Figure 1. Metal 1 (run 1).
Scale: 2 px per µm. Supply wires on this layer in grey.
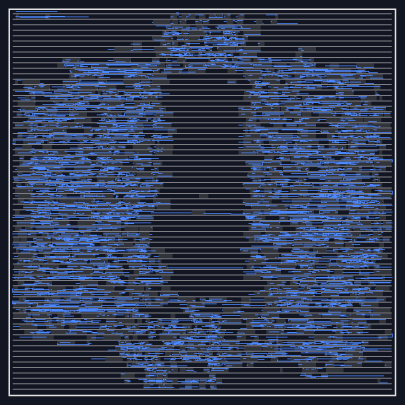
Figure 2. Signal wires on met2 (run 1).
Scale: 2 px per µm.
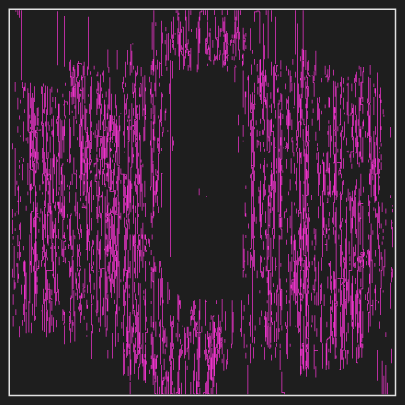
Figure 3. The metal 3 layer (run 1).
Scale: 3 px per µm.
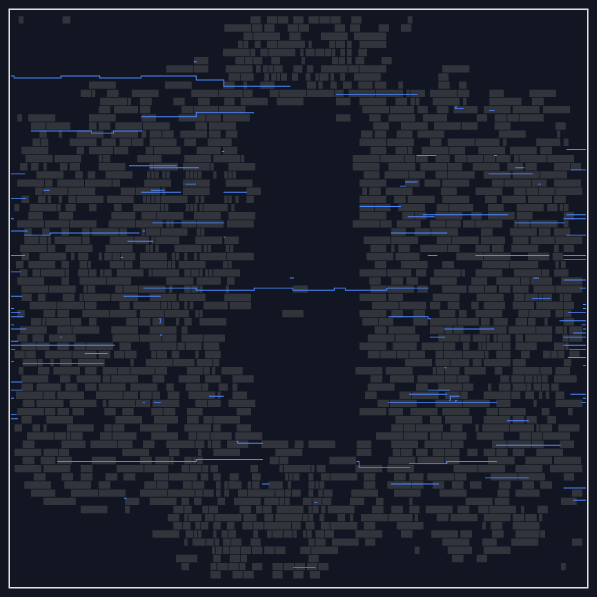
$ cat config.mk
export PLATFORM = sky130hd
export DESIGN_NAME = bus_node_fifo
export DESIGN_NICKNAME = d
export VERILOG_FILES = /design/src/rtl/bus_node_fifo.sv
export SDC_FILE = /design/constraint.sdc
export NUM_CORES = 1
export LEC_CHECK = 0
export ABC_CLOCK_PERIOD_IN_PS = 2830
export CAP_MARGIN = 40
export CORE_UTILIZATION = 40
export CTS_BUF_LIST = sky130_fd_sc_hd__clkbuf_8
export DETAILED_ROUTE_END_ITERATION = 8
export PLACE_DENSITY = 0.69
export SKIP_CTS_REPAIR_TIMING = 1
export SLEW_MARGIN = 20
export SYNTH_ARGS = -nofsm -noshare
export SYNTH_HDL_FRONTEND = slang
export SYNTH_SLANG_ARGS = --single-unit
$ cat constraint.sdc
create_clock -name clk -period 2.83 [get_ports clk]
set_clock_uncertainty 0.2 [all_clocks]
set_input_delay 0.566 -clock clk [delete_from_list [all_inputs] [get_ports clk]]
set_output_delay 0.566 -clock clk [all_outputs]
set_load 0.02 [all_outputs]
$ cat src/rtl/bus_node_fifo.sv
// bus_node_fifo: per-slot bus node with a TX FIFO (host -> arbiter) and an
// address-filtered RX FIFO (arbiter -> host), plus drop/overflow statistics.
// Ports:
//   clk, reset       clock (rising edge), asynchronous active-low reset
//   tx_push/tx_data  host write into TX FIFO; tx_full reports TX full
//   pndng/D_pop/pop  TX FIFO non-empty, show-ahead head word, arbiter consume
//   push/D_push      arbiter delivers a packet to the RX filter
//   rx_pop/rx_data   host consume, show-ahead RX head word
//   rx_valid         RX FIFO non-empty
//   rx_count         RX occupancy
//   drop_cnt         packets rejected by address filter (saturating)
//   ovf_cnt          accepted packets lost to RX full (saturating)
//   err_flags        sticky [0] pop on empty TX, [1] tx_push dropped on full TX
module bus_node_fifo #(
   parameter int unsigned PCKG_SZ   = 16,
   parameter int unsigned DEPTH     = 8,
   parameter logic [7:0]  ID        = 8'h00,
   parameter logic [7:0]  BROADCAST = 8'hFF
) (
   input  logic                         clk,
   input  logic                         reset,
   input  logic                         tx_push,
   input  logic [PCKG_SZ-1:0]           tx_data,
   output logic                         tx_full,
   output logic                         pndng,
   output logic [PCKG_SZ-1:0]           D_pop,
   input  logic                         pop,
   input  logic                         push,
   input  logic [PCKG_SZ-1:0]           D_push,
   input  logic                         rx_pop,
   output logic [PCKG_SZ-1:0]           rx_data,
   output logic                         rx_valid,
   output logic [$clog2(DEPTH+1)-1:0]   rx_count,
   output logic [15:0]                  drop_cnt,
   output logic [15:0]                  ovf_cnt,
   output logic [1:0]                   err_flags
);

   localparam int unsigned AW = $clog2(DEPTH);
   localparam int unsigned CW = $clog2(DEPTH+1);

   // TX FIFO state
   logic [PCKG_SZ-1:0] tx_mem_q [DEPTH];
   logic [PCKG_SZ-1:0] tx_mem_d [DEPTH];
   logic [AW-1:0]      tx_wr_q, tx_wr_d, tx_rd_q, tx_rd_d;
   logic [CW-1:0]      tx_cnt_q, tx_cnt_d;

   // RX FIFO state
   logic [PCKG_SZ-1:0] rx_mem_q [DEPTH];
   logic [PCKG_SZ-1:0] rx_mem_d [DEPTH];
   logic [AW-1:0]      rx_wr_q, rx_wr_d, rx_rd_q, rx_rd_d;
   logic [CW-1:0]      rx_cnt_q, rx_cnt_d;

   // Statistics and sticky errors
   logic [15:0]        drop_cnt_q, drop_cnt_d;
   logic [15:0]        ovf_cnt_q, ovf_cnt_d;
   logic [1:0]         err_q, err_d;

   // Per-cycle strobes
   logic               tx_full_s, tx_empty_s, rx_full_s, rx_empty_s;
   logic               tx_rd_en, tx_wr_en, rx_rd_en, rx_wr_en;
   logic               addr_hit;
   logic [7:0]         dest;

   assign tx_full_s  = (tx_cnt_q == CW'(DEPTH));
   assign tx_empty_s = (tx_cnt_q == '0);
   assign rx_full_s  = (rx_cnt_q == CW'(DEPTH));
   assign rx_empty_s = (rx_cnt_q == '0);

   assign dest     = D_push[PCKG_SZ-1 -: 8];
   assign addr_hit = (dest == ID) || (dest == BROADCAST);

   // A read frees a slot in the same cycle, so a full FIFO still accepts a
   // write when it is being popped; an empty FIFO never falls through.
   assign tx_rd_en = pop && !tx_empty_s;
   assign tx_wr_en = tx_push && (!tx_full_s || tx_rd_en);
   assign rx_rd_en = rx_pop && !rx_empty_s;
   assign rx_wr_en = push && addr_hit && (!rx_full_s || rx_rd_en);

   // Next-state logic for both FIFOs, counters and flags
   always_comb begin
      tx_mem_d   = tx_mem_q;
      tx_wr_d    = tx_wr_q;
      tx_rd_d    = tx_rd_q;
      tx_cnt_d   = tx_cnt_q;
      rx_mem_d   = rx_mem_q;
      rx_wr_d    = rx_wr_q;
      rx_rd_d    = rx_rd_q;
      rx_cnt_d   = rx_cnt_q;
      drop_cnt_d = drop_cnt_q;
      ovf_cnt_d  = ovf_cnt_q;
      err_d      = err_q;

      if (tx_wr_en) begin
         tx_mem_d[tx_wr_q] = tx_data;
         tx_wr_d           = AW'(tx_wr_q + 1'b1);
      end
      if (tx_rd_en) begin
         tx_rd_d = AW'(tx_rd_q + 1'b1);
      end
      case ({tx_wr_en, tx_rd_en})
         2'b10:   tx_cnt_d = CW'(tx_cnt_q + 1'b1);
         2'b01:   tx_cnt_d = CW'(tx_cnt_q - 1'b1);
         default: tx_cnt_d = tx_cnt_q;
      endcase

      if (pop && tx_empty_s) begin
         err_d[0] = 1'b1;
      end
      if (tx_push && !tx_wr_en) begin
         err_d[1] = 1'b1;
      end

      if (rx_wr_en) begin
         rx_mem_d[rx_wr_q] = D_push;
         rx_wr_d           = AW'(rx_wr_q + 1'b1);
      end
      if (rx_rd_en) begin
         rx_rd_d = AW'(rx_rd_q + 1'b1);
      end
      case ({rx_wr_en, rx_rd_en})
         2'b10:   rx_cnt_d = CW'(rx_cnt_q + 1'b1);
         2'b01:   rx_cnt_d = CW'(rx_cnt_q - 1'b1);
         default: rx_cnt_d = rx_cnt_q;
      endcase

      if (push && !addr_hit && (drop_cnt_q != 16'hFFFF)) begin
         drop_cnt_d = 16'(drop_cnt_q + 16'd1);
      end
      if (push && addr_hit && !rx_wr_en && (ovf_cnt_q != 16'hFFFF)) begin
         ovf_cnt_d = 16'(ovf_cnt_q + 16'd1);
      end
   end

   // State registers
   always_ff @(posedge clk or negedge reset) begin
      if (!reset) begin
         for (int i = 0; i < int'(DEPTH); i++) begin
            tx_mem_q[i] <= '0;
            rx_mem_q[i] <= '0;
         end
         tx_wr_q    <= '0;
         tx_rd_q    <= '0;
         tx_cnt_q   <= '0;
         rx_wr_q    <= '0;
         rx_rd_q    <= '0;
         rx_cnt_q   <= '0;
         drop_cnt_q <= '0;
         ovf_cnt_q  <= '0;
         err_q      <= '0;
      end else begin
         tx_mem_q   <= tx_mem_d;
         tx_wr_q    <= tx_wr_d;
         tx_rd_q    <= tx_rd_d;
         tx_cnt_q   <= tx_cnt_d;
         rx_mem_q   <= rx_mem_d;
         rx_wr_q    <= rx_wr_d;
         rx_rd_q    <= rx_rd_d;
         rx_cnt_q   <= rx_cnt_d;
         drop_cnt_q <= drop_cnt_d;
         ovf_cnt_q  <= ovf_cnt_d;
         err_q      <= err_d;
      end
   end

   // Outputs depend only on registered state; heads read as zero when empty
   assign tx_full   = tx_full_s;
   assign pndng     = !tx_empty_s;
   assign D_pop     = tx_empty_s ? '0 : tx_mem_q[tx_rd_q];
   assign rx_valid  = !rx_empty_s;
   assign rx_data   = rx_empty_s ? '0 : rx_mem_q[rx_rd_q];
   assign rx_count  = rx_cnt_q;
   assign drop_cnt  = drop_cnt_q;
   assign ovf_cnt   = ovf_cnt_q;
   assign err_flags = err_q;

endmodule

==> run summary, run 1 <==
The full implementation flow was run.

The run finished, with violations left. The checks that failed: setup timing. Clock tree synthesis inserted a total of 54 buffers. In the synthesized netlist, mux cells make up 28.69% of the area. The wire length of the first global-routing pass stands at ~52000 µm.

Leaving out fill and tap cells, the most frequent cell in the layout is dfrtp_1. The number of OpenROAD warnings stands at 29. The clock-pin slew of the registers on the worst-case setup and hold paths stands at 0.06 ns. The chip area in the Yosys report stands at 0.01449 mm². STA classifies the critical path startpoint as a flop. The vertical die dimension reported for this design is approximately 190 µm. The min-delay analysis places its worst path in the category flop to flop.

The data required time reported for the critical path is 2.06 ns. Among the non-sequential cells, multiplexers take the most area. Before CTS, the worst setup slack after placement is -0.3815 ns.

Warnings reported by Yosys during synthesis add up to 0. The proportion of layout cells with a drive suffix above 1 stands at ~41%. The largest driver fanout on the critical path stands at 7. The transition time at the pin with the least slew margin stands at 0.5437 ns. Dividing the detail-routed via count by the number of cells gives 5.242. The final cycle utilization of the critical path stands at 111.0%. The post-synthesis cell count from yosys stands at ~1000. The last timing report of the flow puts the setup violation total at 31. The synthesis stat section lists a flop and latch total of between 300 and 400. The final number of hold-violating endpoints stands at 0. The final antenna diode count stands at 0. The worst hold margin stands at between 0.2 and 0.3 ns. The detail-routed net length per standard cell stands at roughly 19 µm. The shortest period the worst path allows stands at about 3.1 ns. The synthesized design contains 0 enable-type register cells. The area after detailed placement stands at 0.01663 mm².

The fraction of registers with async set/reset stands at 100.0%. The H-tree depth stands at 2. The number of sinks on the clock net stands at 310. After detailed placement, the design holds a cell count of about 1600. Setup repair after global routing could not meet its margin everywhere. The top cell types in the final layout, fill and taps aside, are dfrtp_1 (307), mux2_2 (167), nand2_1 (86). The summed area of non-filler cells in the final layout stands at 0.01797 mm². The worst-case max-slew headroom was logged as 63.75%. IR analysis of the VDD net gives a maximum drop of between 1 and 1.5 mV. Per the CTS log, the root buffer master is clkbuf_8.

The total of buffers placed on input and output ports stands at 110. In the synthesized netlist the dominant register cell turns out to be dfrtp_1. Across all setup checks in the final design, the least slack found is -0.3105 ns. After legalization and detailed placement, the total HPWL measured 20120 µm. The overall global routing resource usage stands at 17.82%. The row count stands at just under 70.

Adding up every negative setup slack in the final design gives -5.323 ns. Per the final report, max-transition violations number 0. Per the OpenROAD floorplan log, the area of the die is 0.03699 mm². On the critical path the data arrives at 2.37 ns. The mapped netlist covers 0.01449 mm².

The final estimated routing congestion in global placement stands at about 0.77. The count of unresolved DRC violations after routing stands at 0. The number of antenna violations at the first check in global routing stands at 0. The total design power stands at around 18000 µW. The count of cells in the finished layout, fillers not included, comes to between 1500 and 2000.

Synthesis handed over a netlist of 1011 instances. Timing would allow up to approximately 320 MHz.
Notes on Figure 1 above:
main direction: horizontal
share of all routed wire: 45%
nets with wire on the layer: 1165
longest straight run: 45.1 µm

Notes on Figure 2 above:
wire length on this layer: 16000 µm
longest straight run: 98.3 µm
share of all routed wire: 50%
main direction: vertical
nets with wire on the layer: 1135
vias: 8954
Post-Route WL: 32160 µm
met2 Track Usage GR: 30.19%

Notes on Figure 3 above:
nets with wire on the layer: 73
share of all routed wire: 3.6%
wire length on this layer: 1150 µm

[run 1: registers in the layout, indices dropped and copies added (netlist names)]
signal / cells
tx_cnt_q: 4
tx_wr_q: 3
tx_rd_q: 3
drop_cnt: 16
rx_count: 4
rx_rd_q: 3
ovf_cnt: 16
err_flags: 2
tx_mem_q: 128
rx_wr_q: 3
rx_mem_q: 128
[run 1: synthesized netlist by cell type (3+ instances only)]
cell type,count,area (µm²)
dfrtp_1,310,7757
mux2_2,167,1881
nand2_1,86,322.8
mux4_2,64,1441
nor2_1,49,183.9
a21o_1,35,262.8
mux2i_1,34,340.3
xor2_1,33,289.0
mux2_4,30,450.4
buf_2,22,110.1
clkbuf_1,19,71.32
nor3_1,16,80.08
nand3_1,13,65.06
xnor2_1,12,105.1
ha_1,11,137.6
inv_1,10,37.54
and4_1,8,70.07
o2111ai_2,8,120.1
or2_2,7,43.79
buf_6,6,67.56
nand4_1,6,37.54
nor4_1,6,37.54
and2_1,4,25.02
buf_12,4,80.08
mux2_1,4,45.04
a21oi_1,3,15.01
and3_1,3,18.77
buf_4,3,22.52
nand2b_1,3,18.77
nor2_2,3,18.77
nor2b_1,3,18.77
[run 1: worst max-delay path, stage by stage (launching register included)]
cell and delay, ns:
dfrtp_2 0.56, clkbuf_16 0.24, mux4_2 0.53, mux2i_1 0.19, nor2_1 0.09, buf_4 0.17
[run 1: final timing paths]
path	startpoint	end	slack, ns	cells past startpoint
setup reg to reg	tx_cnt_q[1]$_DFFE_PN0P_	tx_cnt_q[3]$_DFFE_PN0P_	0.16	11
min in group asynchronous	reset	tx_mem_q[52]$_DFFE_PN0P_	0.32	2
hold reg to reg	err_flags[0]$_DFFE_PN0P_	err_flags[0]$_DFFE_PN0P_	0.26	1
hold / removal	err_flags[0]$_DFFE_PN0P_	err_flags[0]$_DFFE_PN0P_	0.26	1
setup / recovery	rx_rd_q[0]$_DFFE_PN0P_	rx_data[15]	-0.31	5
max in group asynchronous	reset	rx_mem_q[126]$_DFFE_PN0P_	1.29	3
[run 1: final cells by class]
class	instances	area, µm²
fill	3074	17600
sequential	310	7761
multi-input combinational	634	6374
timing repair buffer	191	1963
clock buffer	74	1018
tap	461	576.8
clock inverter	27	231.5
inverter	11	46.29
[run 1: kinds of logic (layout without fill, tap and decap cells)]
| logic type | after synthesis | after routing |
|---|---|---|
| AOI/OAI and AO/OA | 56 | 56 |
| xor gates and xnor gates | 45 | 45 |
| adders and majority gates | 12 | 12 |
| buffers and inverters | 67 | 303 |
| DFF | 310 | 310 |
| muxes | 299 | 299 |
| and+or+nand+nor | 222 | 222 |
[run 1: metal layers]
metal	GRT usage [%]	share of wire (%)	up-vias
met2	30.19	50	160
li1	-	-	4067
met4	4.452	1.4	0
met1	23.68	45	4683
met3	3.128	3.6	44
met5	0	0	-
[run 1: power by group]
group          internal [µW]  total (µW)  switching (µW)
clock                   2700        4590            1890
combinational           3660        6470            2820
sequential              5620        6440             823
--- run 2 (diff from run 1) ---
Settings changed: CAP_MARGIN 40 to unset, GPL_ROUTABILITY_DRIVEN set to 0.
Figure 4. Signal wires on met2 (run 2).
Scale: 2 px per µm.
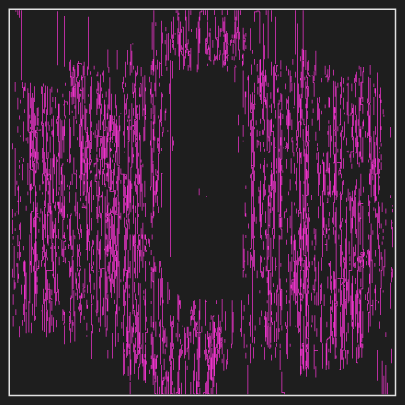
share of all routed wire: 50%
wire length on this layer: 16000 µm

Figure 5. Metal 1 (run 2).
Scale: 2 px per µm. Supply wires on this layer in grey.
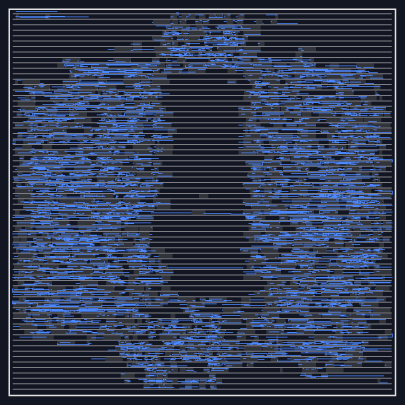
main direction: horizontal
wire length on this layer: 14600 µm
longest straight run: 45.1 µm
share of all routed wire: 45%
GR met1 Demand/Resource: 23.68%

==> run 2 against run 1 <==
Net effect: the run still ends with setup timing left; sequential share of layout area did not move; count of clock-buffer cells in the layout did not move; area after synthesis did not move; largest cell class unchanged; synthesized cell count did not move; wire length did not move; critical endpoint unchanged; largest power group unchanged; cell count did not move.
==> run summary, run 2 <==
The full implementation flow was run.

The final-layout fill cell count stands at 3074 (unchanged). The summed area of non-filler cells in the final layout was 0.01797 mm² (unchanged). The total of buffers placed on input and output ports stands at 110 (unchanged).

The most frequent cell after synthesis is dfrtp_1 (unchanged). The final antenna diode count stands at 0 (unchanged). The worst-case setup slack after placement stands at -0.3815 ns (unchanged). The final-report setup violation count was 31 (unchanged). The final HPWL from detailed placement was 20120 µm (unchanged).

The clock root buffer is clkbuf_8 (unchanged). The row count came to 69 (unchanged). The count of unresolved DRC violations after routing came to 0 (unchanged). The largest driver fanout on the critical path is 7 (unchanged). The critical path arrival is 2.37 ns (about the same).

The via-per-instance ratio was 5.242 (unchanged). The number of standard cells after synthesis stands at 1011 (unchanged). Biggest registers after layout: rx_mem_q (128), tx_mem_q (128) (unchanged). The H-tree depth was 2 (unchanged). The overall global routing resource usage stands at 17.82% (unchanged). The area share of the leading cell type in the synthesized netlist stands at 53.53% (unchanged). The number of cells traversed by the worst hold path stands at 1 (unchanged).

The die outline height stands at 192.3 µm (unchanged). The area after detailed placement came to 0.01663 mm² (unchanged). The number of antenna-violating nets in the routed design came to 0 (unchanged). The number of antenna violations at the first check in global routing came to 0 (unchanged).

The fraction of registers with async set/reset stands at 100.0% (unchanged). The worst-case headroom to the max-slew limit is 63.75% (unchanged). The top achievable clock speed stands at 318.4 MHz (unchanged).

Synth area leaders: dfrtp_1 (54%), mux2_2 (13%), mux4_2 (9.9%) (unchanged). The total die size stands at 0.03699 mm² (unchanged). The worst supply voltage drop on vdd stands at 1.188 mV (unchanged). The post-synthesis cell count from yosys stands at 1011 (unchanged). The type of the most critical hold path was flop to flop (unchanged).

The number of cells after detailed placement stands at 1599 (unchanged). The die outline width was 192.3 µm (unchanged). The post-synthesis area per instance stands at 14.33 µm² (unchanged). The number of vias after detailed routing came to 8954 (unchanged). The final cycle utilization of the critical path was 111.0% (unchanged). The clock-pin slew of the registers on the worst-case setup and hold paths stands at 0.06 ns (about the same). Most instantiated cells after synthesis: dfrtp_1 (310), mux2_2 (167), nand2_1 (86) (unchanged). The wire length after detailed routing stands at 32160 µm (unchanged). The TritonCTS buffer count stands at 54 (unchanged). The leakage power total stands at 0.008830 µW (unchanged). The total core area stands at 0.03557 mm² (unchanged). The element type at the critical path start was a flop (unchanged). The primary flip-flop cell chosen by synthesis mapping is dfrtp_1 (unchanged). The cell accounting for the most synthesized area was dfrtp_1 (unchanged). The worst setup margin came to -0.3105 ns (unchanged). The flop and latch count out of synthesis came to 310 (unchanged). The chip area in the Yosys report is 0.01449 mm² (unchanged). The synthesized cell area is 0.01449 mm² (unchanged). The growth of design area from synthesis to finish is 24.01% (unchanged). Violations in the final reports: setup timing (unchanged).

The number of pins with negative max-slew slack in the final report was 0 (unchanged). The maximum number of pins on one net before global-route repair stands at 73 (unchanged). The leading cell type in the layout, fill and taps excluded is dfrtp_1 (unchanged).

The proportion of layout cells with a drive suffix above 1 came to 40.74% (unchanged). The endpoint required time on the critical path stands at 2.06 ns (about the same). Most instantiated logic cells after routing: dfrtp_1 (307), mux2_2 (167), nand2_1 (86) (unchanged). Outcome: finished, violations left (unchanged). The sum of negative setup slack came to -5.323 ns (unchanged).

The number of cells traversed by the worst register-to-register path came to 11 (unchanged). The transition time at the pin with the least slew margin stands at 0.5437 ns (unchanged). The final number of hold-violating endpoints was 0 (unchanged). The number of flops mapped to enable cells by yosys was 0 (unchanged).

Unrepaired setup endpoints after global routing: yes (unchanged). The number of maximum-capacitance constraint violations was 0 (unchanged). The shortest period the worst path allows came to 3.141 ns (unchanged).

The number of synthesis warnings stands at 0 (unchanged). The number of OpenROAD warnings is 29 (unchanged). The number of cells in the finished layout apart from fillers stands at 1708 (unchanged).

The number of sinks on the clock net stands at 310 (unchanged). The detail-routed net length per standard cell came to 18.83 µm (unchanged). The wire length of the first global-routing pass stands at 51560 µm (unchanged).
Figure 6. Signal wires on met4 (run 2).
Scale: 2 px per µm. Supply wires on this layer in grey.
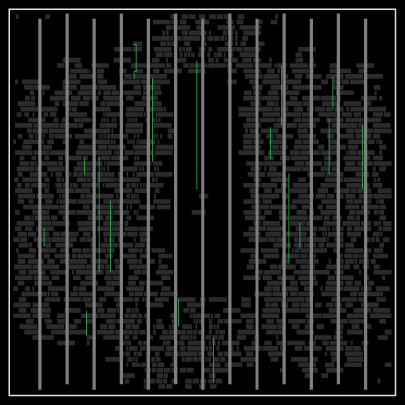
nets with wire on the layer: 8
main direction: vertical

==> run 2: cell counts after synthesis <==
No cell type changed its count.
==> run 2: cell families after synthesis <==
logic type | after synthesis | share of synthesized area, %
AOI/OAI and AO/OA | 56 | 3.264
xor gates and xnor gates | 45 | 2.720
adders and majority gates | 12 | 1.088
buffers and inverters | 67 | 2.798
DFF | 310 | 53.53
muxes | 299 | 28.69
and+or+nand+nor | 222 | 7.909
==> run 2: final timing paths <==
kind,startpoint,endpoint,slack [ns]
setup reg to reg,tx_cnt_q[1]$_DFFE_PN0P_,tx_cnt_q[3]$_DFFE_PN0P_,0.16
hold / removal,err_flags[0]$_DFFE_PN0P_,err_flags[0]$_DFFE_PN0P_,0.26
hold reg to reg,err_flags[0]$_DFFE_PN0P_,err_flags[0]$_DFFE_PN0P_,0.26
max in group asynchronous,reset,rx_mem_q[126]$_DFFE_PN0P_,1.29
setup / recovery,rx_rd_q[0]$_DFFE_PN0P_,rx_data[15],-0.31
min in group asynchronous,reset,tx_mem_q[52]$_DFFE_PN0P_,0.32
==> run 2: cell type report <==
class / count / area (µm²) / share of cell area [%]
Sequential cell: 310 / 7761 / 43.19
Timing Repair Buffer: 191 / 1963 / 10.92
Clock inverter: 27 / 231.5 / 1.288
Tap cell: 461 / 576.8 / 3.210
Clock buffer: 74 / 1018 / 5.667
Inverter: 11 / 46.29 / 0.2576
Multi-Input combinational cell: 634 / 6374 / 35.47
==> run 2: metal layers <==
layer  track usage (%)  wire (µm)
met1             23.68      14600
met2             30.19      15960
met3             3.128       1146
met4             4.452        457
met5                 0          0
==> run 2: worst max-delay path, stage by stage (launching register included) <==
cell,delay [ns]
dfrtp_2,0.56
clkbuf_16,0.24
mux4_2,0.53
mux2i_1,0.19
nor2_1,0.09
buf_4,0.17
==> run 2: where the power goes <==
| group | internal, µW | switching, µW |
|---|---|---|
| registers | 5620 | 823 |
| clock network | 2700 | 1890 |
| logic | 3660 | 2820 |
| total | 12000 | 5530 |
==> run 2: stage by stage <==
step / power (µW) / hold WS (ns)
2_1_floorplan: 10670 / 0.07041
3_3_place_gp: 12830 / 0.2371
3_5_place_dp: 12960 / 0.2475
4_1_cts: 17650 / -0.2962
5_1_grt: 18480 / 0.2792
6_report: 17510 / 0.2575
--- run 3 (diff from run 2) ---
Settings changed: ABC_CLOCK_PERIOD_IN_PS 2830 to 3040, PLACE_DENSITY 0.69 to 0.67.
Clock period 2.83 ns to 3.04 ns, I/O delays scaled along.
Figure 7. Signal wires on met2 (run 3).
Scale: 2 px per µm.
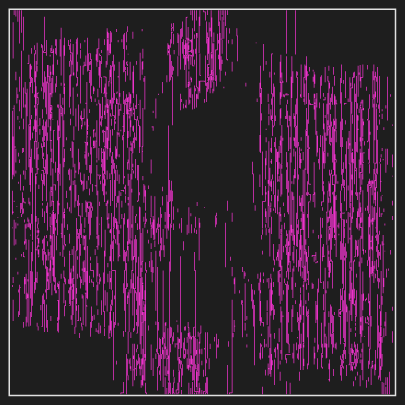
nets with wire on the layer: 1119
longest straight run: 80.9 µm
Post-Route WL: 31950 µm
met2 Track Usage GR: 29.55%
vias: 8859

Figure 8. Signal wires on met4 (run 3).
Scale: 2 px per µm. Supply wires on this layer in grey.
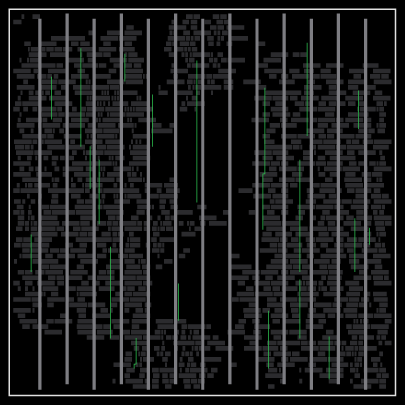
wire length on this layer: 638 µm
longest straight run: 70.7 µm

==> run 3 against run 2 <==
Net effect: the flow still finishes with violations (setup timing); combinational power is 7.7% lower; wire length is 0.67% lower; setup slack better by 0.27 ns; register-to-register slack better by 0.15 ns; sequential power is 6.5% lower; critical path type unchanged; highest routed layer unchanged.
==> run summary, run 3 <==
The full implementation flow was run.

Outcome: finished, violations left (unchanged). The area share of the leading cell type in the synthesized netlist stands at 53.53% (unchanged). The fraction of registers with async set/reset came to 100.0% (unchanged). Most instantiated logic cells after routing: dfrtp_1 (308), mux2_2 (167), nand2_1 (86) (was dfrtp_1 (307), mux2_2 (167), nand2_1 (86)).

The synthesized cell area is 0.01449 mm² (unchanged). The worst supply voltage drop on vdd is 0.6858 mV (was 1.188 mV). The die outline width stands at 192.3 µm (unchanged). Synth area leaders: dfrtp_1 (54%), mux2_2 (13%), mux4_2 (9.9%) (unchanged).

The final HPWL from detailed placement was 20150 µm (was 20120 µm). The number of standard cells after synthesis came to 1011 (unchanged). The worst setup margin is -0.04370 ns (was -0.3105 ns).

The final-report setup violation count was 7 (was 31). The number of cells in the finished layout apart from fillers stands at 1692 (was 1708). The element type at the critical path start is a flop (unchanged). The flop and latch count out of synthesis was 310 (unchanged).

The critical path arrival is 2.28 ns (was 2.37 ns). The TritonCTS buffer count is 54 (unchanged). The total core area came to 0.03557 mm² (unchanged).

The leading cell type in the layout, fill and taps excluded is dfrtp_1 (unchanged). The post-synthesis area per instance came to 14.33 µm² (unchanged). The shortest period the worst path allows stands at 3.084 ns. The number of cells traversed by the worst register-to-register path stands at 12 (was 11). The critical path buffer and inverter count was 3 (was 2).

Violations in the final reports: setup timing (unchanged). The sum of negative setup slack stands at -0.1595 ns (was -5.323 ns). The cell family with the largest share of critical-path delay is multiplexers (unchanged).

The largest driver fanout on the critical path stands at 6 (was 7). The number of synthesis warnings is 0 (unchanged). The end of the worst register-to-register path is rx_count[3]$_DFFE_PN0P_ (was tx_cnt_q[3]$_DFFE_PN0P_).

The post-synthesis cell count from yosys stands at 1011 (unchanged). The cell accounting for the most synthesized area is dfrtp_1 (unchanged). The cell type of the slowest stage on the worst timing path is mux4_2 (was dfrtp_2). The row count came to 69 (unchanged). Cell Chain, Critical Path: buf_4, buf_12, mux4_2, mux2i_2, nor2_1, buf_2 (was clkbuf_16, mux4_2, mux2i_1, nor2_1, buf_4). The endpoint required time on the critical path is 2.23 ns (was 2.06 ns). The wire length of the first global-routing pass came to 51490 µm (was 51560 µm).

The H-tree depth stands at 2 (unchanged). Unrepaired setup endpoints after global routing: yes (unchanged). The number of antenna violations at the first check in global routing stands at 0 (unchanged).

Most instantiated cells after synthesis: dfrtp_1 (310), mux2_2 (167), nand2_1 (86) (unchanged). The worst-case setup slack after placement was -0.2622 ns (was -0.3815 ns). The die outline height was 192.3 µm (unchanged).

The growth of design area from synthesis to finish stands at 22.47% (was 24.01%). The leakage power total stands at 0.008780 µW (was 0.008830 µW). The number of maximum-capacitance constraint violations was 0 (unchanged). The clock root buffer was clkbuf_8 (unchanged). The flop-to-flop setup slack is 0.31 ns (was 0.16 ns). The clock-pin slew of the registers on the worst-case setup and hold paths stands at 0.06 ns (about the same). The primary flip-flop cell chosen by synthesis mapping is dfrtp_1 (unchanged). The maximum number of pins on one net before global-route repair was 82 (was 73). The total die size stands at 0.03699 mm² (unchanged).

The final number of hold-violating endpoints stands at 0 (unchanged). The number of sinks on the clock net stands at 310 (unchanged). The number of pins with negative max-slew slack in the final report stands at 0 (unchanged). After layout, the worst path uses 101.4% of the clock period.

The count of unresolved DRC violations after routing came to 0 (unchanged).
Figure 9. Routing congestion map (run 3).
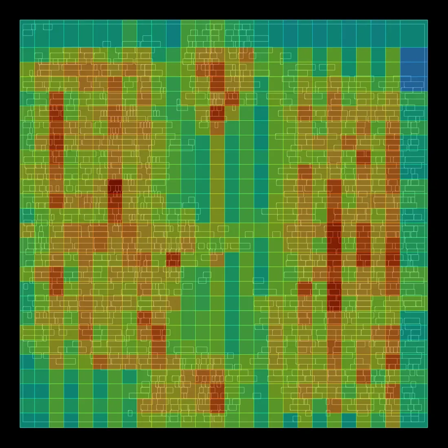
GR met1 Demand/Resource: 23.69%
global-route track usage on met3: 3.328%
All-Layer GR Usage: 17.79%
final cell utilization of the core: 49.90%
routed length per placed instance: 18.88 µm

run 3: cell types whose count changed in the layout (fill, tap and decap cells not counted), sizes merged:
cell	change
clkdlybuf4s50	+1
buf	-11
bufinv	-2
clkinv	-9
clkinvlp	-3
inv	+9
clkbuf	-1
run 3: per-layer routing:
layer	track usage, %	routed length (µm)	vias to the layer above
met5	0	0	-
met4	5.179	637	0
met3	3.328	1490	55
met2	29.55	15480	155
met1	23.69	14340	4609
li1	-	-	4040
run 3: worst max path at each step:
stage | to | start | cells after the start | slack [ns]
after global placement | rx_count[3]$_DFFE_PN0P_ | D_push[12] | 12 | -0.22
final | D_pop[2] | tx_rd_q[0]$_DFFE_PN0P_ | 6 | -0.04
after global routing | D_pop[6] | tx_rd_q[0]$_DFFE_PN0P_ | 6 | -0.15
after floorplan | tx_cnt_q[2]$_DFFE_PN0P_ | tx_cnt_q[1]$_DFFE_PN0P_ | 12 | 0.02
after detailed placement | rx_count[3]$_DFFE_PN0P_ | D_push[8] | 12 | -0.26
after CTS | rx_data[6] | rx_rd_q[0]$_DFFE_PN0P_ | 5 | -0.46
run 3: cells by family (layout without fill, tap and decap cells):
| logic type | count (synthesis) | in the layout | synth area share, % |
|---|---|---|---|
| flip-flops | 310 | 310 | 53.53 |
| multiplexers | 299 | 299 | 28.69 |
| AND/OR/NAND/NOR | 222 | 222 | 7.909 |
| buffers and inverters | 67 | 287 | 2.798 |
| AND-OR/OR-AND | 56 | 56 | 3.264 |
| XOR/XNOR | 45 | 45 | 2.720 |
| adder cells (fa/ha/maj) | 12 | 12 | 1.088 |
run 3: metrics by stage:
step | power, µW | util, % | cell area (µm²) | hold slack [ns]
global route | 16770 | 49.90 | 17750 | 0.2847
CTS | 15860 | 49.50 | 17610 | -0.2237
floorplan | 9909 | - | 14490 | 0.1124
detailed placement | 11910 | 46.41 | 16510 | 0.2454
finish | 15870 | 49.90 | 17750 | 0.2559
global placement | 11760 | 46.41 | 16510 | 0.2384
run 3: where the power goes:
group / total, µW / leakage (µW) / internal (µW) / switching (µW)
clock network: 3880 / 0.000635 / 2200 / 1680
logic: 5970 / 0.00415 / 3360 / 2610
registers: 6020 / 0.00399 / 5230 / 792
total: 15900 / 0.00878 / 10800 / 5080
run 3: layout make-up:
class                   count  area [µm²]  share of cell area, %
flip-flops and latches    310        7760                  43.72
multi-input cells         634        6375                  35.92
repair buffers            184        1889                  10.65
clock buffers              70       963.4                  5.428
well taps                 461       576.8                  3.250
clock inverters            22       137.6                 0.7755
inverters                  11       46.29                 0.2608
No activity file was given, so power comes from the tool's default toggle rates.
